$ cat config.mk
export PLATFORM = sky130hd
export DESIGN_NAME = writeback_queue_flat
export DESIGN_NICKNAME = d
export VERILOG_FILES = /design/src/rtl/wb_pkg.sv /design/src/rtl/writeback_queue_if.sv /design/src/rtl/wb_fifo.sv /design/src/rtl/writeback_queue.sv /design/src/flat_wrapper.sv
export SDC_FILE = /design/constraint.sdc
export NUM_CORES = 1
export LEC_CHECK = 0
export CAP_MARGIN = 30
export CORE_AREA = 2 2 164 102
export CTS_CLUSTER_DIAMETER = 30
export DETAILED_ROUTE_END_ITERATION = 7
export DIE_AREA = 0 0 166 104
export PLACE_DENSITY_LB_ADDON = 0.08
export SYNTH_ARGS = -nofsm -noshare
export SYNTH_HDL_FRONTEND = slang
export SYNTH_SLANG_ARGS = --single-unit
$ cat constraint.sdc
create_clock -name clk -period 2.2 [get_ports clk]
set_input_delay 0.33 -clock clk [delete_from_list [all_inputs] [get_ports clk]]
set_output_delay 0.33 -clock clk [all_outputs]
set_load 0.02 [all_outputs]
$ cat src/rtl/wb_pkg.sv
// Shared writeback queue definitions: write codes, link register index
// and the packed entry format stored in the queue.
package wb_pkg;

  localparam logic [1:0] WB_NONE = 2'b00;
  localparam logic [1:0] WB_LINK = 2'b01;
  localparam logic [1:0] WB_REG1 = 2'b10;
  localparam logic [1:0] WB_REG2 = 2'b11;

  localparam logic [4:0] REG_LINK = 5'd31;

  typedef struct packed {
    logic [1:0]  code;
    logic [4:0]  index;
    logic [31:0] data;
  } wb_entry_t;

  localparam int ENTRY_W = $bits(wb_entry_t);

endpackage

$ cat src/rtl/writeback_queue_if.sv
// Producer/register-file bundle for writeback_queue: request handshake,
// hold/flush controls, write port outputs, occupancy, optional bypass
// (WB_QUEUE_BYPASS_EN). master = environment side, slave = queue side.
interface writeback_queue_if #(
  parameter int DEPTH = 4
);

  logic                         in_valid;
  logic                         in_ready;
  logic [1:0]                   in_code;
  logic [4:0]                   in_index;
  logic [31:0]                  in_data;
  logic                         hold;
  logic                         flush;
  logic [1:0]                   out_reg_write;
  logic [4:0]                   out_index;
  logic [31:0]                  out_data;
  logic [$clog2(DEPTH+1)-1:0]   count;
`ifdef WB_QUEUE_BYPASS_EN
  logic [4:0]                   byp_index_a;
  logic [4:0]                   byp_index_b;
  logic                         byp_hit_a;
  logic                         byp_hit_b;
  logic [31:0]                  byp_data_a;
  logic [31:0]                  byp_data_b;
`endif

  modport master (
    output in_valid, in_code, in_index, in_data,
    output hold, flush,
    input  in_ready, out_reg_write, out_index, out_data, count
`ifdef WB_QUEUE_BYPASS_EN
    ,
    output byp_index_a, byp_index_b,
    input  byp_hit_a, byp_hit_b, byp_data_a, byp_data_b
`endif
  );

  modport slave (
    input  in_valid, in_code, in_index, in_data,
    input  hold, flush,
    output in_ready, out_reg_write, out_index, out_data, count
`ifdef WB_QUEUE_BYPASS_EN
    ,
    input  byp_index_a, byp_index_b,
    output byp_hit_a, byp_hit_b, byp_data_a, byp_data_b
`endif
  );

endinterface

$ cat src/rtl/wb_fifo.sv
// Generic synchronous FIFO (power-of-two DEPTH, W-bit entries), sync
// active-low rst, flush; exposes read pointer and raw slots for lookups.
module wb_fifo #(
  parameter int DEPTH = 4,
  parameter int W     = 8
) (
  input  logic                         clk,
  input  logic                         rst,
  input  logic                         push,
  input  logic                         pop,
  input  logic                         flush,
  input  logic [W-1:0]                 wdata,
  output logic [W-1:0]                 rdata,
  output logic [$clog2(DEPTH+1)-1:0]   count,
  output logic                         full,
  output logic                         empty,
  output logic [$clog2(DEPTH)-1:0]     rd_ptr,
  output logic [DEPTH-1:0][W-1:0]      slots
);

  localparam int PW = $clog2(DEPTH);
  localparam int CW = $clog2(DEPTH+1);

  logic [DEPTH-1:0][W-1:0] mem;
  logic [PW-1:0]           wr_q;
  logic [PW-1:0]           rd_q;
  logic [CW-1:0]           cnt;
  logic                    push_ok;
  logic                    pop_ok;

  assign full    = (cnt == CW'(DEPTH));
  assign empty   = (cnt == '0);
  assign push_ok = push & ~full;
  assign pop_ok  = pop & ~empty;
  assign rdata   = mem[rd_q];
  assign count   = cnt;
  assign rd_ptr  = rd_q;
  assign slots   = mem;

  always_ff @(posedge clk) begin
    if (rst && !flush && push_ok) begin
      mem[wr_q] <= wdata;
    end
  end

  // Pointers wrap naturally since DEPTH is a power of two.
  always_ff @(posedge clk) begin
    if (!rst || flush) begin
      wr_q <= '0;
      rd_q <= '0;
      cnt  <= '0;
    end else begin
      if (push_ok) wr_q <= wr_q + PW'(1);
      if (pop_ok)  rd_q <= rd_q + PW'(1);
      if (push_ok && !pop_ok) begin
        cnt <= cnt + CW'(1);
      end else if (pop_ok && !push_ok) begin
        cnt <= cnt - CW'(1);
      end
    end
  end

endmodule

$ cat src/rtl/writeback_queue.sv
// Register-file writeback queue: buffers write requests, drains one per
// cycle unless held; optional bypass lookup under WB_QUEUE_BYPASS_EN.
module writeback_queue
  import wb_pkg::*;
#(
  parameter int DEPTH = 4
) (
  input logic              clk,
  input logic              rst,
  writeback_queue_if.slave wq
);

  localparam int PW = $clog2(DEPTH);
  localparam int CW = $clog2(DEPTH+1);

  wb_entry_t               in_ent;
  wb_entry_t               head;
  logic [ENTRY_W-1:0]      head_bits;
  logic [DEPTH-1:0][ENTRY_W-1:0] slots;
  logic [PW-1:0]           rd_ptr;
  logic [CW-1:0]           cnt;
  logic                    full;
  logic                    empty;
  logic                    push;
  logic                    pop;
  logic                    out_valid;
  logic [4:0]              last_index;
  logic [31:0]             last_data;

  always_comb begin
    in_ent.code  = wq.in_code;
    in_ent.index = (wq.in_code == WB_LINK) ? REG_LINK : wq.in_index;
    in_ent.data  = wq.in_data;
  end

  // Code 00 requests are accepted but never stored.
  assign push = wq.in_valid & ~full & ~wq.flush & (wq.in_code != WB_NONE);

  assign head      = wb_entry_t'(head_bits);
  assign out_valid = rst & ~empty & ~wq.hold & ~wq.flush;
  assign pop       = out_valid;

  wb_fifo #(
    .DEPTH (DEPTH),
    .W     (ENTRY_W)
  ) u_fifo (
    .clk   (clk),
    .rst   (rst),
    .push  (push),
    .pop   (pop),
    .flush (wq.flush),
    .wdata (in_ent),
    .rdata (head_bits),
    .count (cnt),
    .full  (full),
    .empty (empty),
    .rd_ptr(rd_ptr),
    .slots (slots)
  );

  // Idle outputs keep showing the last entry written.
  always_ff @(posedge clk) begin
    if (!rst) begin
      last_index <= '0;
      last_data  <= '0;
    end else if (pop) begin
      last_index <= head.index;
      last_data  <= head.data;
    end
  end

  assign wq.in_ready      = ~full;
  assign wq.count         = cnt;
  assign wq.out_reg_write = out_valid ? head.code  : WB_NONE;
  assign wq.out_index     = out_valid ? head.index : last_index;
  assign wq.out_data      = out_valid ? head.data  : last_data;

`ifdef WB_QUEUE_BYPASS_EN
  wb_entry_t     slot;
  logic [PW-1:0] sp;

  // Scan oldest to youngest so the youngest match wins.
  always_comb begin
    wq.byp_hit_a  = 1'b0;
    wq.byp_hit_b  = 1'b0;
    wq.byp_data_a = '0;
    wq.byp_data_b = '0;
    slot          = '0;
    sp            = '0;
    for (int i = 0; i < DEPTH; i++) begin
      sp   = rd_ptr + PW'(i);
      slot = wb_entry_t'(slots[sp]);
      if (CW'(i) < cnt) begin
        if (slot.index == wq.byp_index_a) begin
          wq.byp_hit_a  = 1'b1;
          wq.byp_data_a = slot.data;
        end
        if (slot.index == wq.byp_index_b) begin
          wq.byp_hit_b  = 1'b1;
          wq.byp_data_b = slot.data;
        end
      end
    end
  end
`else
  logic unused_snap;
  assign unused_snap = ^{slots, rd_ptr};
`endif

endmodule
$ cat src/flat_wrapper.sv
// flat-port wrapper written by rule: the top's interface ports become plain ports
module writeback_queue_flat import wb_pkg::*;
#(
  parameter int DEPTH = 4
)
  (clk, rst, wq_in_valid, wq_in_code, wq_in_index, wq_in_data, wq_hold, wq_flush, wq_in_ready, wq_out_reg_write, wq_out_index, wq_out_data, wq_count);
  writeback_queue_if #(.DEPTH(DEPTH)) wq_i ();
  input logic clk;
  input logic rst;
  input wire logic [$bits(wq_i.in_valid)-1:0] wq_in_valid;
  input wire logic [$bits(wq_i.in_code)-1:0] wq_in_code;
  input wire logic [$bits(wq_i.in_index)-1:0] wq_in_index;
  input wire logic [$bits(wq_i.in_data)-1:0] wq_in_data;
  input wire logic [$bits(wq_i.hold)-1:0] wq_hold;
  input wire logic [$bits(wq_i.flush)-1:0] wq_flush;
  output wire logic [$bits(wq_i.in_ready)-1:0] wq_in_ready;
  output wire logic [$bits(wq_i.out_reg_write)-1:0] wq_out_reg_write;
  output wire logic [$bits(wq_i.out_index)-1:0] wq_out_index;
  output wire logic [$bits(wq_i.out_data)-1:0] wq_out_data;
  output wire logic [$bits(wq_i.count)-1:0] wq_count;
  assign wq_i.in_valid = wq_in_valid;
  assign wq_i.in_code = wq_in_code;
  assign wq_i.in_index = wq_in_index;
  assign wq_i.in_data = wq_in_data;
  assign wq_i.hold = wq_hold;
  assign wq_i.flush = wq_flush;
  assign wq_in_ready = wq_i.in_ready;
  assign wq_out_reg_write = wq_i.out_reg_write;
  assign wq_out_index = wq_i.out_index;
  assign wq_out_data = wq_i.out_data;
  assign wq_count = wq_i.count;
  writeback_queue #(.DEPTH(DEPTH)) u_core (.clk(clk), .rst(rst), .wq(wq_i));
endmodule
==> flow_summary.ini, run 1 <==
; implementation run metrics
[status]
status = complete, but fails checks
violations = setup timing

[synthesis]
fa_ha_area_share_pct = 1.06
synth_nets = 522
numSynthFlops = 200
synthesis.area_um2 = 7770
synth_cell_type_count = 36
synth_top_cell_by_count = edfxtp_1
synth-edff-count = 156
syn_inst = 472
xor_area_share_pct = 0.225
mux_share_pct = 11.4
yosysTopAreaCell = edfxtp_1
simple_gate_share_pct = 6.55
topCombFamilyByArea = multiplexers
ys_cells = 472
synthArstFlopShare_pct = 0
syn-mean-instance-area_um2 = 16.5
yosys-stat-area_um2 = 7770
ff_type = edfxtp_1

[timing]
rsz0062_at_grt = true
layout_setup_ws_ns = -0.0595
fmax_ghz = 0.443
finalSetupViolCount = 30
slew_viol_final = 0
holdWs_ns = 0.496
hold_viol = 0
finalSetupTns_ns = -0.894
finClkSkew_ns = 0.00828
tightest_slew_ns = 0.422
fin_crit_ns = 2.26
period_used_pct = 103

[pwr]
p_leak_nw = 3.80
powerComb_w = 0.000482
p_per_area_nw_per_um2 = 736
p_int_w = 0.00612
p_seq_w = 0.00410
pwr-share-seq_pct = 52.9
p_total_w = 0.00775
switching_share_pct = 21.0

[final_layout]
largest_register_ffs = 156
drive_above_1_share_pct = 41.2
diodes = 0
comb_cells = 235
final-clk-cell-share_pct = 5.73
fin_cells = 862
bufAreaShareNonClock_pct = 16.9
layout_top_cells = edfxtp_1 (156), buf_4 (64), clkdlybuf4s50_1 (43), mux4_2 (39), dfxtp_1 (39)
n_all_buffers = 180
nFillCells = 1092
combGateArea_um2 = 2280
flops = 200
seq_area_um2 = 5580
synthToLayoutAreaGrowth_pct = 35.5
nClkBuffers = 18
lay_top_count = edfxtp_1
inv_count = 6

[clock_network]
holdBufCountCts = 0
cts_buffer_depth = 2
cts_max_level = 4
cts_setup_buffers = 21
cts_root_buffer = clkbuf_16
clkSinkCount = 200
cts_tree = built
cts-resized-gates = 220
path_clk_slew_ns = 0.07

[detailed_routing]
wl_um = 17500
first_iter_violations = 341
vias_per_cell = 5.42
drcViolationCount = 0
wl_met1_um = 7860
vias = 4670
dr.pass1.iters = 5
drtAntennaViolNets = 0
top_layer = met5
wl_per_cell_um = 20.3

[setup_path]
crit_path_start = u_core.u_fifo.rd_ptr[0]
crit_fanout = 8
worstPathArrival_ns = 1.93
path_buffers = 3
reg2reg_to = u_core.last_data[8]
critPathCapture = wq_out_data[21]
cp.depth = 6
cp_common_cell = buf_12
endpoint_kind = output port
worst_r2r_startpoint = u_core.u_fifo.rd_ptr[0]
critPathSlowestCell = mux4_2
crit_type = flip-flop to output port
reg2reg_depth = 13

[run]
warnings = 31
drv_cap = 0

[worst_hold_path]
hold_path.startpoint = u_core.last_index[4]
hold_depth = 2
hold_class = flip-flop to flip-flop

[global_route]
grt_util_all_layers_pct = 20.9
grt_pass1_wl_um = 26900
grtUsageMet3_pct = 4.11
grt_max_degree = 39
met2_usage_pct = 34.4
use_met1_pct = 28.1
grt_pass1_vias = 4813
top_usage_layer = met2

[placement]
dp.cells = 787
dp_slack_ns = -0.461
place.gp.congestion = 0.767
dp_hpwl_um = 10300
io_buffer_count = 86
place_area_um2 = 9300

[floorplanning]
die_area_um2 = 17300
taps = 209
num_io_pins = 87
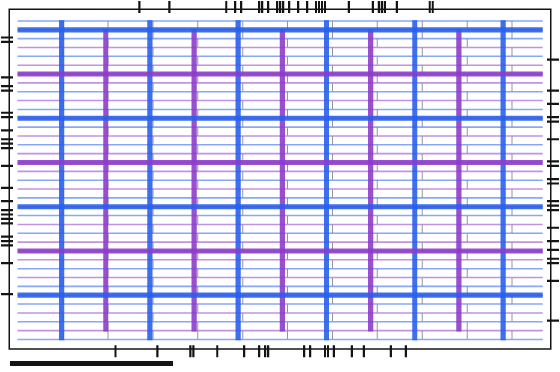
Figure 1: run 1, power grid.
The bar under the picture is 50 µm long. Pins as bars on the die edge. Tap cells in grey.
legend:
  purple:
    net: VDD
  blue:
    net: VSS
tap cells: 209
met5 straps: 7
signal pins: 87
met1 rails: 37
Die Y: 104 µm
die width: 166 µm
VDD IR-drop max: 0.496 mV

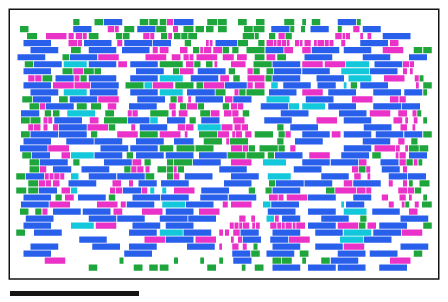
Figure 2: run 1, cell classes on the final placement.
The bar under the picture is 50 µm long.
legend:
  cyan:
    class: clock drivers and dummy loads
    cells: 32
    share_of_their_area: 5.9%
  blue:
    class: flip-flops
    cells: 200
    share_of_their_area: 54%
  magenta:
    class: all other logic
    cells: 241
    share_of_their_area: 22%
  green:
    class: other buffers and delay cells
    cells: 180
    share_of_their_area: 17%
Core Util, Final: 66.6%
post-layout instance area: 10500 µm²
std cell rows: 36
flop share of the area: 53.0%

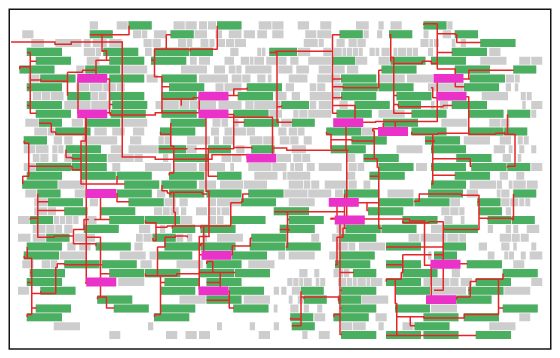
Figure 3: run 1, clock wires, drivers and flops.
legend:
  red:
    item: clock wires
    length: 2100 µm
  green:
    item: flip-flops
    count: 200
  magenta:
    item: cells driving clock nets
    count: 17
routed clock nets: 18
Power Clock: 0.00317 W
Latency at later pin: 0.43 ns
clock share of power: 40.9%

Figure 4. Congestion heat map (run 1).
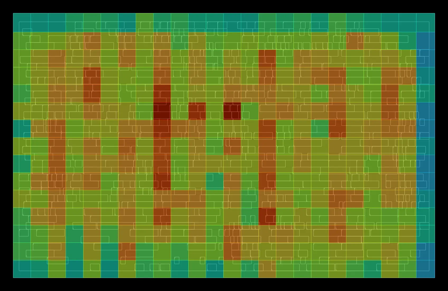

==> run 2: changes to the inputs <==
- CTS_CLUSTER_SIZE: unset -> 24
- SYNTH_HIERARCHICAL: unset -> 1
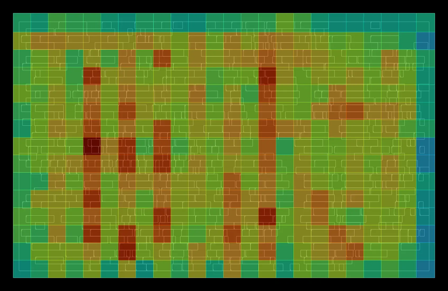
Figure 5: run 2, congestion heat map.
GR Util met2: 29.6%
GR Layer Usage met3: 5.10%
most used routing layer: met2

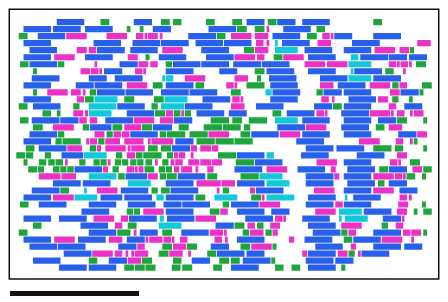
Figure 6: run 2, cell classes on the final placement.
The bar under the picture is 50 µm long.
Core ar.: 15800 µm²
Core Util, Final: 66.3%
flop share of the area: 53.2%

==> run 2 against run 1 <==
The run still ends with setup timing left. Final cell count down 4.9%. Worst hold slack worse by 0.036 ns. Clock skew up 0.0055 ns. Sequential cell count is the same. Largest power group unchanged.
==> flow_summary.ini, run 2 <==
; implementation run metrics
[final_layout]
flops = 200
lay_top_count = edfxtp_1
comb_cells = 196
seq_area_um2 = 5580
final_cell_area_um2 = 10500
combGateArea_um2 = 2280
synthToLayoutAreaGrowth_pct = 32.5
n_all_buffers = 178
nFillCells = 1094
diodes = 0
final-clk-cell-share_pct = 5.58
bufAreaShareNonClock_pct = 16.7
drive_above_1_share_pct = 41.7

[setup_path]
endpoint_kind = output port
reg2reg_to = u_core/u_fifo/count[2]
crit_fanout = 8
cp_common_cell = buf_6
worstPathArrival_ns = 2.11
worst_r2r_startpoint = u_core/u_fifo/count[2]
path_buffers = 5
crit_path_start = u_core/u_fifo/count[2]
cp.depth = 8

[timing]
finalSetupViolCount = 39
rsz0062_at_grt = true
fmax_ghz = 0.410
fin_crit_ns = 2.44
finalSetupTns_ns = -7.00
holdWs_ns = 0.460
finClkSkew_ns = 0.0138
layout_setup_ws_ns = -0.241

[pwr]
pwr-share-seq_pct = 53.8
p_per_area_nw_per_um2 = 726
p_leak_nw = 3.68
p_clk_w = 0.00311
p_seq_w = 0.00410
switching_share_pct = 19.9
p_total_w = 0.00762
powerComb_w = 0.000403
vdd_drop_max_mv = 0.489
p_int_w = 0.00610

[global_route]
grt_max_degree = 40
grt_util_all_layers_pct = 19.4
use_met1_pct = 27.8

[clock_network]
cts_setup_buffers = 28
clkSinkCount = 200
holdBufCountCts = 0
cts_root_buffer = clkbuf_16
cts_tree = built
clock_latency_ns = 0.43
path_clk_slew_ns = 0.07
cts_buffer_depth = 2
cts_max_level = 4

[synthesis]
synth_nets = 475
xor_area_share_pct = 0.442
ff_type = edfxtp_1
mux_share_pct = 16.5
synthesis.area_um2 = 7920
synth_top_cell_by_count = edfxtp_1
synth_cell_type_count = 36
yosysTopAreaCell = edfxtp_1
ys_cells = 425

[placement]
dp.cells = 757
dp_hpwl_um = 9750
io_buffer_count = 86
place.gp.congestion = 0.716

[worst_hold_path]
hold_path.startpoint = u_core/last_index[4]
hold_depth = 2
hold_class = flip-flop to flip-flop

[detailed_routing]
wl_per_cell_um = 19.7
vias_per_cell = 5.36
dr.pass1.iters = 4
vias = 4392
drcViolationCount = 0
drtAntennaViolNets = 0
first_iter_violations = 255
wl_met1_um = 7340
wl_um = 16200

[floorplanning]
die_h_um = 104
die_area_um2 = 17300
num_io_pins = 87
dieWidth_um = 166
taps = 209

[run]
warnings = 32
drv_cap = 0

[status]
violations = setup timing
status = complete, but fails checks
==> run 3: changes to the inputs <==
- CTS_CLUSTER_SIZE: 24 -> 30
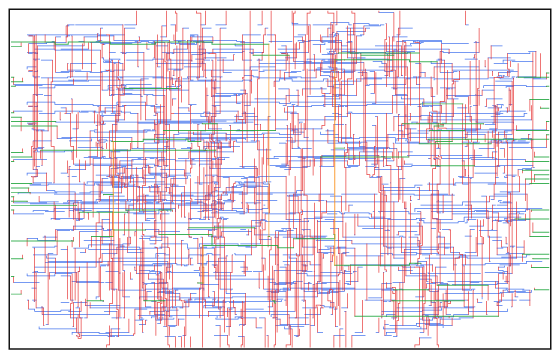
Figure 7: run 3, metal layers overlaid.
legend:
  red:
    layer: met2
    wire_length: 7710 µm
  blue:
    layer: met1
    wire_length: 7340 µm
  green:
    layer: met3
    wire_length: 959 µm
  orange:
    layer: met4
    wire_length: 163 µm
final WL: 16200 µm
Total Routing Usage GR: 19.4%
WL per Instance: 19.7 µm
via count: 4392

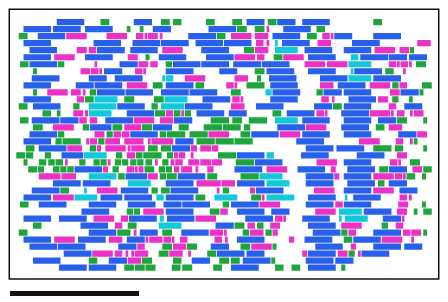
Figure 8: run 3, cell classes on the final placement.
The bar under the picture is 50 µm long.
legend:
  blue:
    class: flip-flops
    cells: 200
    share_of_their_area: 55%
  cyan:
    class: clock drivers and dummy loads
    cells: 32
    share_of_their_area: 5.7%
  green:
    class: other buffers and delay cells
    cells: 178
    share_of_their_area: 17%
  magenta:
    class: all other logic
    cells: 201
    share_of_their_area: 23%
post-layout instance area: 10500 µm²

==> run 3 against run 2 <==
Via count stayed put. Clock power hardly changed. Wire length stayed put. The flow still finishes with violations (setup timing).
==> flow_summary.ini, run 3 <==
; implementation run metrics
[timing]
layout_setup_ws_ns = -0.241
finalSetupViolCount = 39
period_used_pct = 111
slew_viol_final = 0
hold_viol = 0
finalSetupTns_ns = -7.00
fmax_ghz = 0.410
finClkSkew_ns = 0.0138
fin_crit_ns = 2.44

[status]
status = complete, but fails checks
violations = setup timing

[setup_path]
reg2reg_to = u_core/u_fifo/count[2]
crit_fanout = 8
reg2reg_depth = 11
crit_type = flip-flop to output port
cp.depth = 8
worstPathArrival_ns = 2.11
critPathCapture = wq_out_data[28]
path_buffers = 5
cp_common_cell = buf_6
worst_r2r_startpoint = u_core/u_fifo/count[2]

[final_layout]
comb_cells = 196
largest_register_ffs = 156
seq_area_um2 = 5580
nFillCells = 1094
diodes = 0
inv_count = 5
layout_top_cells = edfxtp_1 (156), buf_4 (53), clkdlybuf4s50_1 (43), buf_6 (41), dfxtp_1 (39)
final-clk-cell-share_pct = 5.58
nClkBuffers = 21
bufAreaShareNonClock_pct = 16.7
fin_cells = 820
synthToLayoutAreaGrowth_pct = 32.5

[clock_network]
clock_latency_ns = 0.43
cts_max_level = 4
cts-resized-gates = 196
cts_root_buffer = clkbuf_16
holdBufCountCts = 0
clkSinkCount = 200
cts_setup_buffers = 28

[floorplanning]
core_area_um2 = 15800
taps = 209
num_io_pins = 87
die_h_um = 104
dieWidth_um = 166

[placement]
dp_hpwl_um = 9750
dp_slack_ns = -0.549
place.gp.congestion = 0.716
io_buffer_count = 86
dp.cells = 757

[run]
warnings = 32
drv_cap = 0

[synthesis]
synth_nets = 475
synthesis.area_um2 = 7920
synthArstFlopShare_pct = 0
simple_gate_share_pct = 4.31
yosysTopAreaCell = edfxtp_1
syn-mean-instance-area_um2 = 18.6
syn_inst = 425
synth_top_cell_by_count = edfxtp_1
mux_share_pct = 16.5
topCombFamilyByArea = multiplexers
xor_area_share_pct = 0.442
ys_cells = 425

[pwr]
p_int_w = 0.00610
switching_share_pct = 19.9
p_leak_nw = 3.68
pwr-share-seq_pct = 53.8
p_seq_w = 0.00410
vdd_drop_max_mv = 0.489
pwr-share-clk_pct = 40.9

[worst_hold_path]
hold_class = flip-flop to flip-flop
hold_depth = 2

[global_route]
grtUsageMet3_pct = 5.10
grt_pass1_vias = 4519
grt_pass1_wl_um = 25100

[detailed_routing]
drtAntennaViolNets = 0
top_layer = met4
Power and IR drop assume default switching activity.
